**Signal wires on met1**

The bar under the picture is 20 µm long.
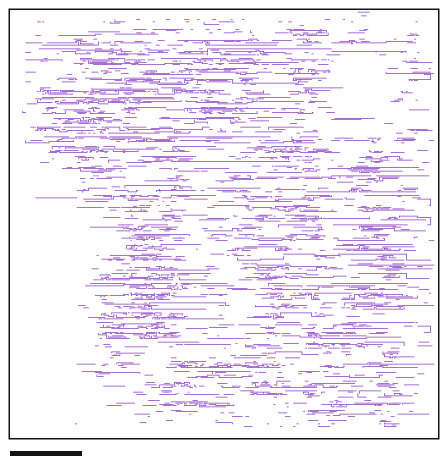
**Met2 routing**

The bar under the picture is 20 µm long. Cells faint in the background.
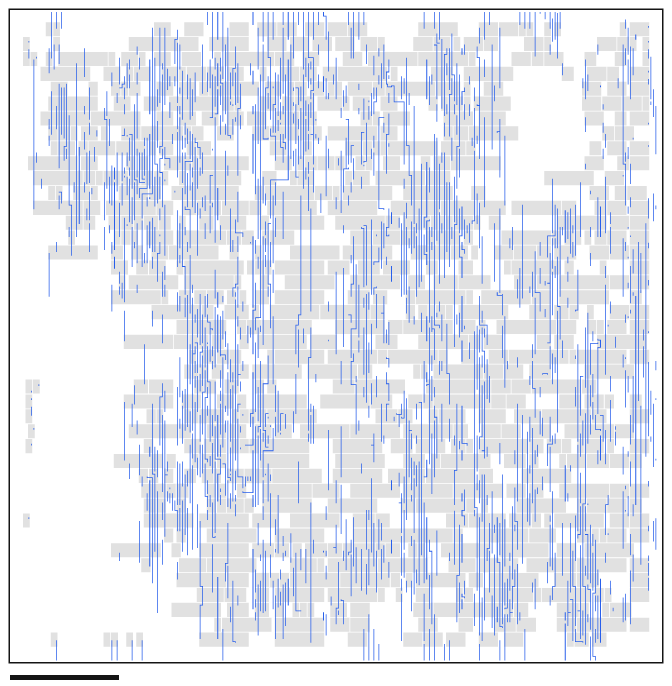
**The metal 3 layer**

The bar under the picture is 20 µm long. Cells faint in the background.
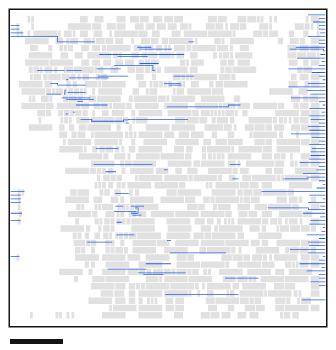
**M4 wires**

The bar under the picture is 20 µm long.
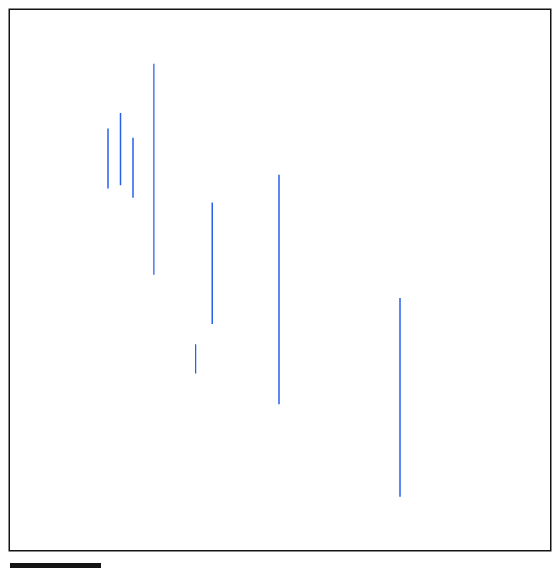
**Congestion heat map**

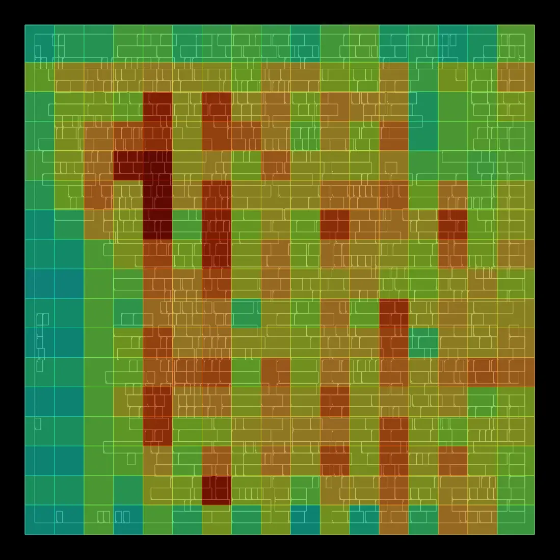
--- src/rtl/fios_pkg.sv ---
// Shared types and helpers for the FIOS BRAM sequencer and its operand FIFO.
package fios_pkg;

    typedef enum logic [1:0] {
        P0 = 2'd0,
        P  = 2'd1,
        A  = 2'd2,
        B  = 2'd3
    } op_sel_t;

    typedef enum logic [2:0] {
        IDLE    = 3'd0,
        LOAD    = 3'd1,
        KICK    = 3'd2,
        COLLECT = 3'd3,
        DONE    = 3'd4
    } fios_state_t;

    typedef struct packed {
        op_sel_t     sel;
        logic [15:0] idx;
        logic [16:0] data;
    } op_word_t;

    localparam int BRAM_LAT = 1;

    function automatic int fios_s(input int width);
        return (width + 1) / 17 + 1;
    endfunction

endpackage

--- src/rtl/fios_skid_fifo.sv ---
// Two-entry operand FIFO between BRAM read data and the core operand stream.
module fios_skid_fifo
    import fios_pkg::*;
(
    input  logic     clock_i,
    input  logic     reset_i,
    input  logic     in_valid_i,
    output logic     in_ready_o,
    input  op_word_t in_data_i,
    output logic     out_valid_o,
    input  logic     out_ready_i,
    output op_word_t out_data_o,
    output logic [1:0] occ_o
);

    op_word_t   mem_q [2];
    op_word_t   mem_d [2];
    logic [1:0] cnt_q, cnt_d;
    logic       push, pop;

    assign in_ready_o  = (cnt_q != 2'd2);
    assign out_valid_o = (cnt_q != 2'd0);
    assign out_data_o  = mem_q[0];
    assign occ_o       = cnt_q;
    assign push        = in_valid_i & in_ready_o;
    assign pop         = out_valid_o & out_ready_i;

    // Head always lives in slot 0; a pop shifts slot 1 down.
    always_comb begin
        mem_d = mem_q;
        cnt_d = cnt_q;
        case ({push, pop})
            2'b01: begin
                mem_d[0] = mem_q[1];
                cnt_d    = cnt_q - 2'd1;
            end
            2'b10: begin
                if (cnt_q == 2'd0) mem_d[0] = in_data_i;
                else               mem_d[1] = in_data_i;
                cnt_d = cnt_q + 2'd1;
            end
            2'b11: begin
                if (cnt_q == 2'd1) begin
                    mem_d[0] = in_data_i;
                end else begin
                    mem_d[0] = mem_q[1];
                    mem_d[1] = in_data_i;
                end
            end
            default: ;
        endcase
    end

    always_ff @(posedge clock_i or negedge reset_i) begin
        if (!reset_i) begin
            mem_q[0] <= '0;
            mem_q[1] <= '0;
            cnt_q    <= '0;
        end else begin
            mem_q[0] <= mem_d[0];
            mem_q[1] <= mem_d[1];
            cnt_q    <= cnt_d;
        end
    end

endmodule

--- src/rtl/fios_bram_sequencer.sv ---
// Streams p'0, p, a, b from BRAM into the FIOS core, then writes the result back.
// state   | meaning
// IDLE    | waiting for start_i
// LOAD    | reading operand words 0..3S and streaming them to the core
// KICK    | one-cycle core_start_o pulse
// COLLECT | writing result beats to BRAM words 0..S-1
// DONE    | done_o held until the next start_i
module fios_bram_sequencer
    import fios_pkg::*;
#(
    parameter int WIDTH = 4096
) (
    input  logic        clock_i,
    input  logic        reset_i,
    input  logic        start_i,
    output logic        busy_o,
    output logic        done_o,
    output logic        bram_en_o,
    output logic [3:0]  bram_we_o,
    output logic [31:0] bram_addr_o,
    output logic [31:0] bram_din_o,
    input  logic [31:0] bram_dout_i,
    output logic        op_valid_o,
    input  logic        op_ready_i,
    output logic [1:0]  op_sel_o,
    output logic [15:0] op_idx_o,
    output logic [16:0] op_data_o,
    output logic        core_start_o,
    input  logic        res_valid_i,
    output logic        res_ready_o,
    input  logic [16:0] res_data_i
);

    localparam int          S       = fios_s(WIDTH);
    localparam logic [15:0] S_M1    = 16'(S - 1);
    localparam logic [15:0] N_WORDS = 16'(3 * S + 1);

    fios_state_t state_q, state_d;
    logic [15:0] rd_idx_q, rd_idx_d;
    op_sel_t     iss_sel_q, iss_sel_d;
    logic [15:0] iss_idx_q, iss_idx_d;
    logic [15:0] res_cnt_q, res_cnt_d;
    logic        done_q, done_d;

    logic [BRAM_LAT-1:0] rvalid_q, rvalid_d;
    op_sel_t             rsel_q [BRAM_LAT];
    op_sel_t             rsel_d [BRAM_LAT];
    logic [15:0]         ridx_q [BRAM_LAT];
    logic [15:0]         ridx_d [BRAM_LAT];

    logic       start_acc, issue, op_pop, last_xfer, beat;
    logic [2:0] inflight, outstanding;
    logic [1:0] fifo_occ;
    logic       fifo_out_valid;
    op_word_t   fifo_head;
    logic       unused_fifo_in_ready;
    logic       unused_dout_hi;

    assign unused_dout_hi = |bram_dout_i[31:17];

    fios_skid_fifo u_fifo (
        .clock_i     (clock_i),
        .reset_i     (reset_i),
        .in_valid_i  (rvalid_q[BRAM_LAT-1]),
        .in_ready_o  (unused_fifo_in_ready),
        .in_data_i   ({rsel_q[BRAM_LAT-1], ridx_q[BRAM_LAT-1], bram_dout_i[16:0]}),
        .out_valid_o (fifo_out_valid),
        .out_ready_i (op_ready_i),
        .out_data_o  (fifo_head),
        .occ_o       (fifo_occ)
    );

    always_comb begin
        inflight = '0;
        for (int i = 0; i < BRAM_LAT; i++) inflight = inflight + 3'(rvalid_q[i]);
    end

    // A word leaving the FIFO this cycle frees its slot, which keeps one read per cycle.
    assign op_pop      = fifo_out_valid & op_ready_i;
    assign outstanding = {1'b0, fifo_occ} + inflight - {2'b00, op_pop};
    assign issue       = (state_q == LOAD) && (rd_idx_q != N_WORDS) && (outstanding < 3'd2);
    assign last_xfer   = op_pop && (fifo_head.sel == B) && (fifo_head.idx == S_M1);
    assign beat        = (state_q == COLLECT) && res_valid_i;
    assign start_acc   = start_i && ((state_q == IDLE) || (state_q == DONE));

    always_ff @(posedge clock_i or negedge reset_i) begin
        if (!reset_i) state_q <= IDLE;
        else          state_q <= state_d;
    end

    always_comb begin
        state_d = state_q;
        case (state_q)
            IDLE, DONE: if (start_i) state_d = LOAD;
            LOAD:       if (last_xfer) state_d = KICK;
            KICK:       state_d = COLLECT;
            COLLECT:    if (beat && (res_cnt_q == S_M1)) state_d = DONE;
            default:    state_d = IDLE;
        endcase
    end

    always_comb begin
        busy_o       = 1'b0;
        bram_en_o    = 1'b0;
        bram_we_o    = 4'h0;
        bram_addr_o  = '0;
        bram_din_o   = '0;
        core_start_o = 1'b0;
        res_ready_o  = 1'b0;
        case (state_q)
            LOAD: begin
                busy_o      = 1'b1;
                bram_en_o   = issue;
                bram_addr_o = {14'b0, rd_idx_q, 2'b00};
            end
            KICK: begin
                busy_o       = 1'b1;
                core_start_o = 1'b1;
            end
            COLLECT: begin
                busy_o      = 1'b1;
                res_ready_o = 1'b1;
                bram_en_o   = res_valid_i;
                bram_we_o   = res_valid_i ? 4'hf : 4'h0;
                bram_addr_o = {14'b0, res_cnt_q, 2'b00};
                bram_din_o  = {15'b0, res_data_i};
            end
            default: ;
        endcase
    end

    assign op_valid_o = fifo_out_valid;
    assign op_sel_o   = fifo_head.sel;
    assign op_idx_o   = fifo_head.idx;
    assign op_data_o  = fifo_head.data;
    assign done_o     = done_q;

    always_comb begin
        rd_idx_d  = rd_idx_q;
        iss_sel_d = iss_sel_q;
        iss_idx_d = iss_idx_q;
        res_cnt_d = res_cnt_q;
        done_d    = done_q;
        if (start_acc) begin
            rd_idx_d  = '0;
            iss_sel_d = P0;
            iss_idx_d = '0;
            res_cnt_d = '0;
            done_d    = 1'b0;
        end else begin
            if (issue) begin
                rd_idx_d = rd_idx_q + 16'd1;
                if (iss_sel_q == P0 || iss_idx_q == S_M1) begin
                    iss_sel_d = op_sel_t'(iss_sel_q + 2'd1);
                    iss_idx_d = '0;
                end else begin
                    iss_idx_d = iss_idx_q + 16'd1;
                end
            end
            if (beat) begin
                res_cnt_d = res_cnt_q + 16'd1;
                if (res_cnt_q == S_M1) done_d = 1'b1;
            end
        end
    end

    always_comb begin
        rvalid_d[0] = issue;
        rsel_d[0]   = iss_sel_q;
        ridx_d[0]   = iss_idx_q;
        for (int i = 1; i < BRAM_LAT; i++) begin
            rvalid_d[i] = rvalid_q[i-1];
            rsel_d[i]   = rsel_q[i-1];
            ridx_d[i]   = ridx_q[i-1];
        end
    end

    always_ff @(posedge clock_i or negedge reset_i) begin
        if (!reset_i) begin
            rd_idx_q  <= '0;
            iss_sel_q <= P0;
            iss_idx_q <= '0;
            res_cnt_q <= '0;
            done_q    <= 1'b0;
            rvalid_q  <= '0;
            for (int i = 0; i < BRAM_LAT; i++) begin
                rsel_q[i] <= P0;
                ridx_q[i] <= '0;
            end
        end else begin
            rd_idx_q  <= rd_idx_d;
            iss_sel_q <= iss_sel_d;
            iss_idx_q <= iss_idx_d;
            res_cnt_q <= res_cnt_d;
            done_q    <= done_d;
            rvalid_q  <= rvalid_d;
            for (int i = 0; i < BRAM_LAT; i++) begin
                rsel_q[i] <= rsel_d[i];
                ridx_q[i] <= ridx_d[i];
            end
        end
    end

endmodule

--- config.mk ---
export PLATFORM = sky130hd
export DESIGN_NAME = fios_bram_sequencer
export DESIGN_NICKNAME = d
export VERILOG_FILES = /design/src/rtl/fios_pkg.sv /design/src/rtl/fios_skid_fifo.sv /design/src/rtl/fios_bram_sequencer.sv
export SDC_FILE = /design/constraint.sdc
export NUM_CORES = 1
export LEC_CHECK = 0
export ABC_CLOCK_PERIOD_IN_PS = 6000
export CORE_MARGIN = 2
export CORE_UTILIZATION = 55
export CTS_BUF_LIST = sky130_fd_sc_hd__clkbuf_8
export DETAILED_ROUTE_END_ITERATION = 10
export PLACE_DENSITY_LB_ADDON = 0.3
export REMOVE_ABC_BUFFERS = 1
export SLEW_MARGIN = 20
export SYNTH_ARGS = -nofsm -noshare
export SYNTH_HDL_FRONTEND = slang
export SYNTH_SLANG_ARGS = --single-unit
--- constraint.sdc ---
create_clock -name clock_i -period 6 [get_ports clock_i]
set_clock_uncertainty 0.15 [all_clocks]
set_input_delay 1.2 -clock clock_i [delete_from_list [all_inputs] [get_ports clock_i]]
set_output_delay 1.2 -clock clock_i [all_outputs]
set_load 0.02 [all_outputs]
==> changes_impl.md <==
### Physical design

- Critical path startpoint category: primary input
- Status: completed
- Initial antenna violation count: 0
- Clock power share: 21.7%
- Share of layout cells above drive strength 1: 11.3%
- AO/OA Area Share: 12.4%
- Combinational Power Share: 38.1%
- Peak VDD IR: 0.161 mV
- CP endpoint kind: output port
- Max Clk Rate: 184 MHz
- Final layout net count: 840
- CTS Buf Count: 17
- Leak Pwr: 0.00369 µW
- Synth Instances: 712
- Int Pwr: 2230 µW
- Synth Register Bits: 145
- Register share of total power: 40.1%
- Vias in the first global route: 5172
- FF+latch area: 3630 µm²
- Sum Neg Setup Slack: 0 ns
- Core area: 13100 µm²
- Most frequent logic cell in the layout: dfrtp_1
- Critical Path RT: 4.65 ns
- MaxCap Viol Count: 0
- Die ar.: 14200 µm²
- Number of setup violations in the final report: 0
- First-pass GRT wire length: 24900 µm
- H-tree levels: 4
- Final GP Congestion: 0.888
- Core Rows: 42
- ANT cells: 0
- Simple share: 16.1%
- Final setup margin: 0.573 ns
- Dominant cell type by area after synthesis: dfrtp_1
- Largest net degree at the start of global routing: 105
- P_sw: 1260 µW
- CTS tree: built
- Setup Fix Bufs, Post-CTS: 0
- Post-DRT Antenna Nets: 0
- Reg clk slew, reported paths: 0.08 ns
- Pre-antenna DRT Iters: 5
- Cts hold-fix bufs: 0
- Most frequent cells in the layout: 145 x dfrtp_1, 115 x clkdlybuf4s50_1, 62 x o21ai_0
- Yosys warns: 0
- Mux frac, synth: 5.55%
- Avg Cell Area, Syn: 10.2 µm²
- Crit-path max FO: 10
- Hold crit path type: reg -> reg
- Die width: 119 µm
- P&R area growth vs syn: 17.6%
- Fillers: 988
- Clock Sinks: 145
- CP Class: in -> out
- Yosys adder share: 1.99%
- Port buffer count: 116
- Main synth FF type: dfrtp_1
Back to the opening pictures, 'signal wires on met1':
longest straight run: 34.5 µm
wire length on this layer: 6670 µm
share of all routed wire: 44%
nets with wire on the layer: 718

Back to the opening pictures, 'met2 routing':
longest straight run: 44.4 µm
nets with wire on the layer: 721
share of all routed wire: 48%
main direction: vertical
wire length on this layer: 7200 µm
GR Layer Usage met2: 35.1%
WL final: 15100 µm
total number of vias: 5401

Back to the opening pictures, 'the metal 3 layer':
main direction: horizontal
share of all routed wire: 6.5%
wire length on this layer: 976 µm
nets with wire on the layer: 122

Back to the opening pictures, 'M4 wires':
wire length on this layer: 214 µm
nets with wire on the layer: 6
share of all routed wire: 1.4%
longest straight run: 50.3 µm
main direction: vertical

Back to the opening pictures, 'congestion heat map':
GR Layer Usage met1: 29.1%
final core occ: 65.5%
met3 GRT Util: 5.56%
gr busiest metal: met2

stage by stage:
stage	cell area (µm²)	hold slack, ns	power (µW)	std cells	util (%)
after floorplan	6710	0.204	2170	633	-
after global placement	8170	0.217	2680	932	62.4
after detailed placement	8170	0.220	2740	932	62.4
after CTS	8570	0.237	3500	962	65.5
after global routing	8570	0.274	3690	962	65.5
final	8570	0.234	3480	962	65.5
final timing paths:
path	slack (ns)	from	to	depth (start not counted)
max in group asynchronous	3.91	reset_i	u_fifo.mem_q[21]$_DFFE_PN0P_	2
worst min register to register	0.23	iss_sel_q[1]$_DFFE_PN0P_	rsel_q[1]$_DFF_PN0_	0
worst max-delay path	0.57	op_ready_i	bram_en_o	11
worst min-delay path	0.23	iss_sel_q[1]$_DFFE_PN0P_	rsel_q[1]$_DFF_PN0_	0
min in group asynchronous	0.70	reset_i	u_fifo.out_data_o[7]$_DFFE_PN0P_	1
worst max register to register	2.38	u_fifo.occ_o[1]$_DFFE_PN0P_	iss_idx_q[8]$_DFFE_PN0P_	13
worst max-delay path, stage by stage:
cell,delay (ns)
clkdlybuf4s50_1,0.50
nor2b_1,0.19
inv_1,0.08
nor2_1,0.17
o21ai_0,0.14
fa_1,0.39
xnor2_1,0.17
nand3_2,0.12
or2_1,0.39
nand2_1,0.12
clkdlybuf4s50_1,0.60
registers in the layout, indices dropped and copies added (netlist names):
name and flops:
iss_sel_q 2, rd_idx_q 16, u_fifo.occ_o 2, done_o 1, res_cnt_q 16, state_q 3, u_fifo.mem_q 35, rvalid_q 1
ridx_q 16, u_fifo.out_data_o 35, rsel_q 2, iss_idx_q 16
Yosys cell counts, types with 4 or more instances:
cell type / number
o21ai_0: 62
nand2_1: 59
nand3_1: 18
or4_1: 8
a22o_1: 16
inv_1: 20
dfrtp_1: 145
a22oi_1: 35
clkbuf_1: 30
buf_2: 4
ha_1: 10
and3_1: 4
xnor2_1: 19
nor2_1: 37
buf_4: 72
nand4_1: 17
xor2_1: 11
and2_1: 17
nor4b_1: 4
mux2_2: 35
nor3_1: 13
a21oi_1: 11
nor4_1: 15
routing by layer:
metal | track usage, % | vias up | routed length [µm]
met4 | 7.37 | 0 | 214
met5 | 0 | - | 0
met1 | 29.1 | 2654 | 6670
met3 | 5.56 | 18 | 976
li1 | - | 2538 | -
met2 | 35.1 | 191 | 7200
cell families (layout without fill, tap and decap cells):
logic type | count (synthesis) | count (layout)
AND-OR/OR-AND | 141 | 141
other | 1 | 31
buffers and inverters | 130 | 174
flip-flops | 145 | 145
adder cells (fa/ha/maj) | 11 | 11
multiplexers | 36 | 36
XOR/XNOR | 30 | 30
AND/OR/NAND/NOR | 218 | 218
area by class of cell:
class / instances / share of cell area, %
clock buffer: 21 / 3.37
multi-input combinational: 467 / 35.3
clock inverter: 9 / 1.26
sequential: 145 / 42.4
timing repair buffer: 123 / 14.2
tap: 176 / 2.57
inverter: 21 / 0.920
power groups by stage:
stage / logic [µW] / clock network [µW] / registers (µW)
global placement: 1290 / 0 / 1400
global route: 1440 / 818 / 1430
floorplan: 730 / 0 / 1440
CTS: 1330 / 776 / 1400
finish: 1330 / 757 / 1400
detailed placement: 1330 / 0 / 1410
Power figures rest on the tool's default switching activity, not on a simulated workload.
